$ cat src/rtl/uart_apb_master.sv
// APB3 initiator: turns single-beat command requests into SETUP/ACCESS transfers, one response each.
// Optional ACCESS stall timeout enabled by defining UART_APB_MASTER_TIMEOUT_EN.
module uart_apb_master #(
  parameter int APB_ADDR_WIDTH = 32,
  parameter int APB_DATA_WIDTH = 32,
  parameter int TIMEOUT_CYCLES = 16
) (
  input  logic                      i_clk,
  input  logic                      i_rst,
  input  logic                      i_cmd_valid,
  output logic                      o_cmd_ready,
  input  logic                      i_cmd_write,
  input  logic [APB_ADDR_WIDTH-1:0] i_cmd_addr,
  input  logic [APB_DATA_WIDTH-1:0] i_cmd_wdata,
  output logic                      o_rsp_valid,
  input  logic                      i_rsp_ready,
  output logic [APB_DATA_WIDTH-1:0] o_rsp_rdata,
  output logic                      o_rsp_err,
  output logic [APB_ADDR_WIDTH-1:0] o_apb_paddr,
  output logic [APB_DATA_WIDTH-1:0] o_apb_pwdata,
  output logic                      o_apb_pwrite,
  output logic                      o_apb_psel,
  output logic                      o_apb_penable,
  input  logic [APB_DATA_WIDTH-1:0] i_apb_prdata,
  input  logic                      i_apb_pready,
  input  logic                      i_apb_pslverr,
  output logic                      o_busy
);

  typedef enum logic [1:0] {IDLE, SETUP, ACCESS, RESP} state_t;

  state_t state;
  logic   timeout_hit;

  if (TIMEOUT_CYCLES < 1) begin : g_param_check
    $error("TIMEOUT_CYCLES must be at least 1");
  end

  // Handshakes: a beat transfers on a rising edge where valid and ready are both high;
  // a raised valid holds its payload until that edge. o_cmd_ready depends only on state.
  assign o_cmd_ready = (state == IDLE);
  assign o_busy      = ~o_cmd_ready;

`ifdef UART_APB_MASTER_TIMEOUT_EN
  localparam int CW = $clog2(TIMEOUT_CYCLES + 1);
  logic [CW-1:0] wait_cnt;

  always_ff @(posedge i_clk) begin
    if (i_rst) begin
      wait_cnt <= '0;
    end else if (state == SETUP) begin
      wait_cnt <= '0;
    end else if (state == ACCESS && !i_apb_pready) begin
      wait_cnt <= wait_cnt + CW'(1);
    end
  end

  // This PREADY-low edge would bring the count to TIMEOUT_CYCLES.
  assign timeout_hit = (wait_cnt == CW'(TIMEOUT_CYCLES - 1));
`else
  assign timeout_hit = 1'b0;
`endif

  always_ff @(posedge i_clk) begin
    if (i_rst) begin
      state         <= IDLE;
      o_apb_paddr   <= '0;
      o_apb_pwdata  <= '0;
      o_apb_pwrite  <= 1'b0;
      o_apb_psel    <= 1'b0;
      o_apb_penable <= 1'b0;
      o_rsp_valid   <= 1'b0;
      o_rsp_rdata   <= '0;
      o_rsp_err     <= 1'b0;
    end else begin
      case (state)
        IDLE: begin
          if (i_cmd_valid) begin
            o_apb_paddr  <= i_cmd_addr;
            o_apb_pwdata <= i_cmd_wdata;
            o_apb_pwrite <= i_cmd_write;
            o_apb_psel   <= 1'b1;
            state        <= SETUP;
          end
        end
        SETUP: begin
          o_apb_penable <= 1'b1;
          state         <= ACCESS;
        end
        ACCESS: begin
          // Normal completion takes priority over a timeout on the same edge.
          if (i_apb_pready) begin
            o_rsp_rdata   <= o_apb_pwrite ? '0 : i_apb_prdata;
            o_rsp_err     <= i_apb_pslverr;
            o_apb_psel    <= 1'b0;
            o_apb_penable <= 1'b0;
            o_rsp_valid   <= 1'b1;
            state         <= RESP;
          end else if (timeout_hit) begin
            o_rsp_rdata   <= '0;
            o_rsp_err     <= 1'b1;
            o_apb_psel    <= 1'b0;
            o_apb_penable <= 1'b0;
            o_rsp_valid   <= 1'b1;
            state         <= RESP;
          end
        end
        RESP: begin
          if (i_rsp_ready) begin
            o_rsp_valid <= 1'b0;
            state       <= IDLE;
          end
        end
        default: state <= IDLE;
      endcase
    end
  end

endmodule

$ cat config.mk
export PLATFORM = sky130hd
export DESIGN_NAME = uart_apb_master
export DESIGN_NICKNAME = d
export VERILOG_FILES = /design/src/rtl/uart_apb_master.sv
export SDC_FILE = /design/constraint.sdc
export NUM_CORES = 1
export LEC_CHECK = 0
export CAP_MARGIN = 20
export CORE_AREA = 4 4 102 104
export CTS_CLUSTER_DIAMETER = 40
export DETAILED_ROUTE_END_ITERATION = 12
export DIE_AREA = 0 0 106 108
export PLACE_DENSITY = 0.9
export SYNTH_ARGS = -nofsm -noshare
export SYNTH_HDL_FRONTEND = slang
export SYNTH_SLANG_ARGS = --single-unit
$ cat constraint.sdc
create_clock -name i_clk -period 2.2 [get_ports i_clk]
set_input_delay 0.66 -clock i_clk [delete_from_list [all_inputs] [get_ports i_clk]]
set_output_delay 0.66 -clock i_clk [all_outputs]
set_load 0.01 [all_outputs]
==> ci_impl_report.md <==
## Implementation flow summary

| Metric | Value |
|---|---|
| Routed length per instance | 15.3 um |
| Crit-path max FO | 4 |
| Syn nets | 579 |
| Fmax | 483 MHz |
| FF+latch area | 2060 um^2 |
| Nets | 766 |
| Yosys chip area | 3900 um^2 |
| Crit-path cells | inv_1 -> ha_1 -> inv_1 -> dlygate4sd2_1 |
| Initial Util | 40.9% |
| Distinct lib cells | 27 |
| Iteration-0 DRC Markers | 170 |
| Inserted Clock Buffers | 9 |
| Gr usage total | 20.7% |
| Length of the first detailed-routing pass in iterations | 4 |
| Cycle use final | 94.0% |
| Die Ht | 108 um |
| Top cell excl fill/tap | clkdlybuf4s50_1 |
| Area leader, netlist | dfxtp_1 |
| Diodes inserted | 0 |
| Root buf cell | clkbuf_8 |
| Max Root-Sink Buffers | 2 |
| Number of setup buffers added after CTS | 0 |
| Setup Viol. Count Final | 0 |
| Final Critical Period | 2070 ps |
| Pin count of the biggest net entering global routing | 39 |
| Post-Synthesis Cells | 470 |
| Type of the most critical hold path | reg -> reg |
| Worst-margin pin slew | 410 ps |
| Final Max Slew Viols | 0 |
| Status | completed |
| Initial antenna violation count | 0 |
| Top-area cell share | 52.8% |
| GP Congestion | 0.774 |
| DRT antenna net count | 0 |
| Drt drc | 0 |
| Yosys warning count | 0 |
| Delay-heaviest family, CP | buffers and inverters |
| CP most frequent cell | inv_1 |
| Die Footprint | 11400 um^2 |
| First-pass GRT wire length | 19100 um |
| Layout cell share with drive strength beyond 1 | 5.44% |
| Final setup margin | 131 ps |
| Filler cells | 788 |
| Bufs and invs on worst path | 3 |
| Tally of OpenROAD warnings | 31 |
| Clk sinks | 103 |
| Synth Area per Inst | 8.30 um^2 |
| Final Power | 5.51 mW |
| Relative slew slack | 72.6% |
| Yosys cell count | 470 |
| Startpoint Class | flop |
| Final WL | 12200 um |
| Port Buffers | 205 |
| Num ports | 206 |
| Num rows | 36 |
==> sequential cells by signal, summed over array words and instances (netlist names) <==
signal and cells:
o_apb_paddr 32, o_apb_pwdata 32, o_rsp_rdata 32, state 2, o_apb_penable 1, o_apb_psel 1, o_apb_pwrite 1, o_rsp_err 1
o_rsp_valid 1
==> metrics by stage <==
stage | cell area [um^2] | util, % | hold slack [ps] | instances
after CTS | 6290 | 65.9 | 458 | 795
after floorplan | 3900 | - | 476 | 470
after global routing | 6290 | 65.9 | 481 | 795
after global placement | 6100 | 63.9 | 437 | 779
after detailed placement | 6100 | 63.9 | 445 | 779
final | 6290 | 65.9 | 454 | 795
==> final cells by class <==
cell class | count | share of cell area [%]
timing repair buffer | 215 | 35.3
clock buffer | 10 | 2.03
multi-input combinational | 324 | 26.0
clock inverter | 6 | 0.974
tap | 133 | 2.64
inverter | 4 | 0.239
sequential | 103 | 32.8
==> final timing paths <==
path                            slack, ps                         from  cells after the start                            to
worst max-delay path                  130        state[0]$_SDFFE_PP0P_                      4                        o_busy
worst min-delay path                  450  o_rsp_rdata[5]$_SDFFE_PP0P_                      2   o_rsp_rdata[5]$_SDFFE_PP0P_
worst max register to register        600        state[0]$_SDFFE_PP0P_                      5  o_rsp_rdata[26]$_SDFFE_PP0P_
worst min register to register        450  o_rsp_rdata[5]$_SDFFE_PP0P_                      2   o_rsp_rdata[5]$_SDFFE_PP0P_
==> worst min-delay path, cell delays in order, from the launching register on <==
cell,delay [ps]
dfxtp_1,320
nand2_1,50
a21oi_1,50
==> synth_stat cells <==
master and count:
nand2_1 168, dfxtp_1 103, a21oi_1 99, nand4b_1 32
buf_2 19, clkbuf_1 11, buf_4 6, ha_1 6
inv_1 4, buf_1 3, mux2i_1 2, nor2_1 2
a211oi_2 1, a32oi_1 1, and2_1 1, mux2_2 1
nand2_2 1, nand3_1 1, nor2b_1 1, nor2b_2 1
nor2b_4 1, nor3_2 1, o211a_1 1, o21ai_0 1
or2_1 1, or3_1 1, or4_1 1
==> layer usage <==
layer  GRT usage (%)  wire [um]  vias up
li1                -          -     1931
met1            22.7       4770     1817
met2            36.6       6080      167
met3            7.88       1040       24
met4            7.59        270        0
met5               0          0        -
==> cells by family after synthesis <==
kind of cell	share of synthesized area (%)
flip-flops	52.8
AND/OR/NAND/NOR	25.5
adder cells (fa/ha/maj)	1.92
multiplexers	0.802
AND-OR/OR-AND	13.6
buffers and inverters	5.32
==> what timing repair did <==
| item | 4_1_cts | 5_1_grt |
|---|---|---|
| endpoints found under the hold margin | 0 | 0 |
| hold buffers | 0 | 0 |
| gates resized | 4 | 0 |
| endpoints found under the setup margin | 2 | 0 |
==> report_power, final <==
group | internal, mW | switching (mW) | leakage [nW] | total [mW]
sequential | 2.18 | 0.174 | 0.841 | 2.35
combinational | 1.05 | 0.952 | 1.30 | 2.01
clock | 0.523 | 0.632 | 0.0960 | 1.16
total | 3.75 | 1.76 | 2.24 | 5.51
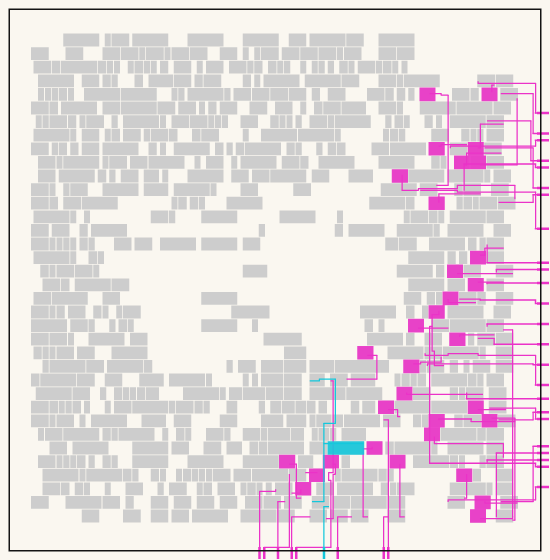
Fig. 1. Wires at chosen ports, followed through buffers.
Key: `o_rsp_valid` = cyan [direction output, end cells 1, buffers 1, wire 51.5 um]; `i_apb_prdata` = magenta [direction input, end cells 32, buffers 32, wire 953 um]

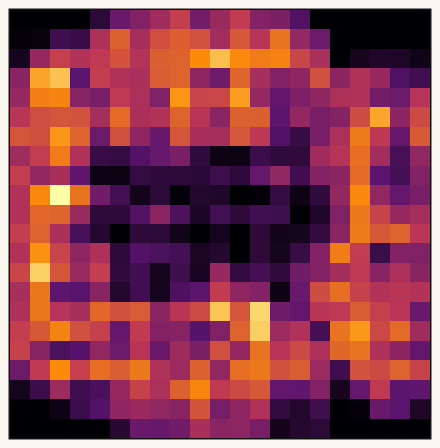
Fig. 2. Routed metal per tile.
The die is cut into 21 by 22 equal tiles; black is low, pale yellow is high, scaled to the fullest tile. Values are wire area over tile area, all layers added.
8.4% of the tiles are nearly empty. The mean over all tiles is 0.18. The emptiest ninth of the die: center.

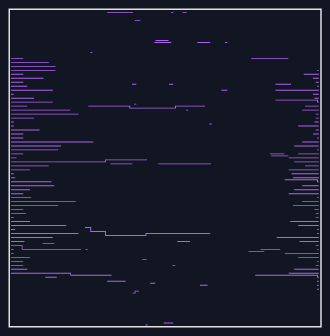
Fig. 3. Signal wires on met3.
133 nets have wire on it. The longest straight run is 32.2 um. The layer carries 1040 um of wire. The layer holds 8.6% of the routed length. The wires run mostly horizontal.

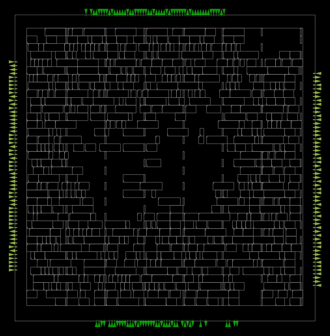
Fig. 4. Placed standard cells.
core area: 9550 um^2
Finished Layout Cells: 795

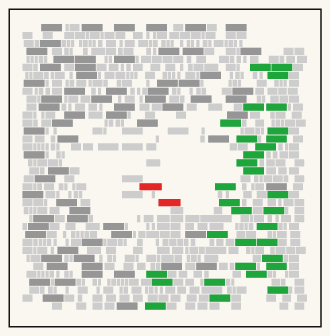
Fig. 5. Sequential cells grouped by signal name.
Key: `state` = red [placed flops 2]; `o_rsp_rdata` = green [placed flops 32]

Power figures rest on the tool's default switching activity, not on a simulated workload.
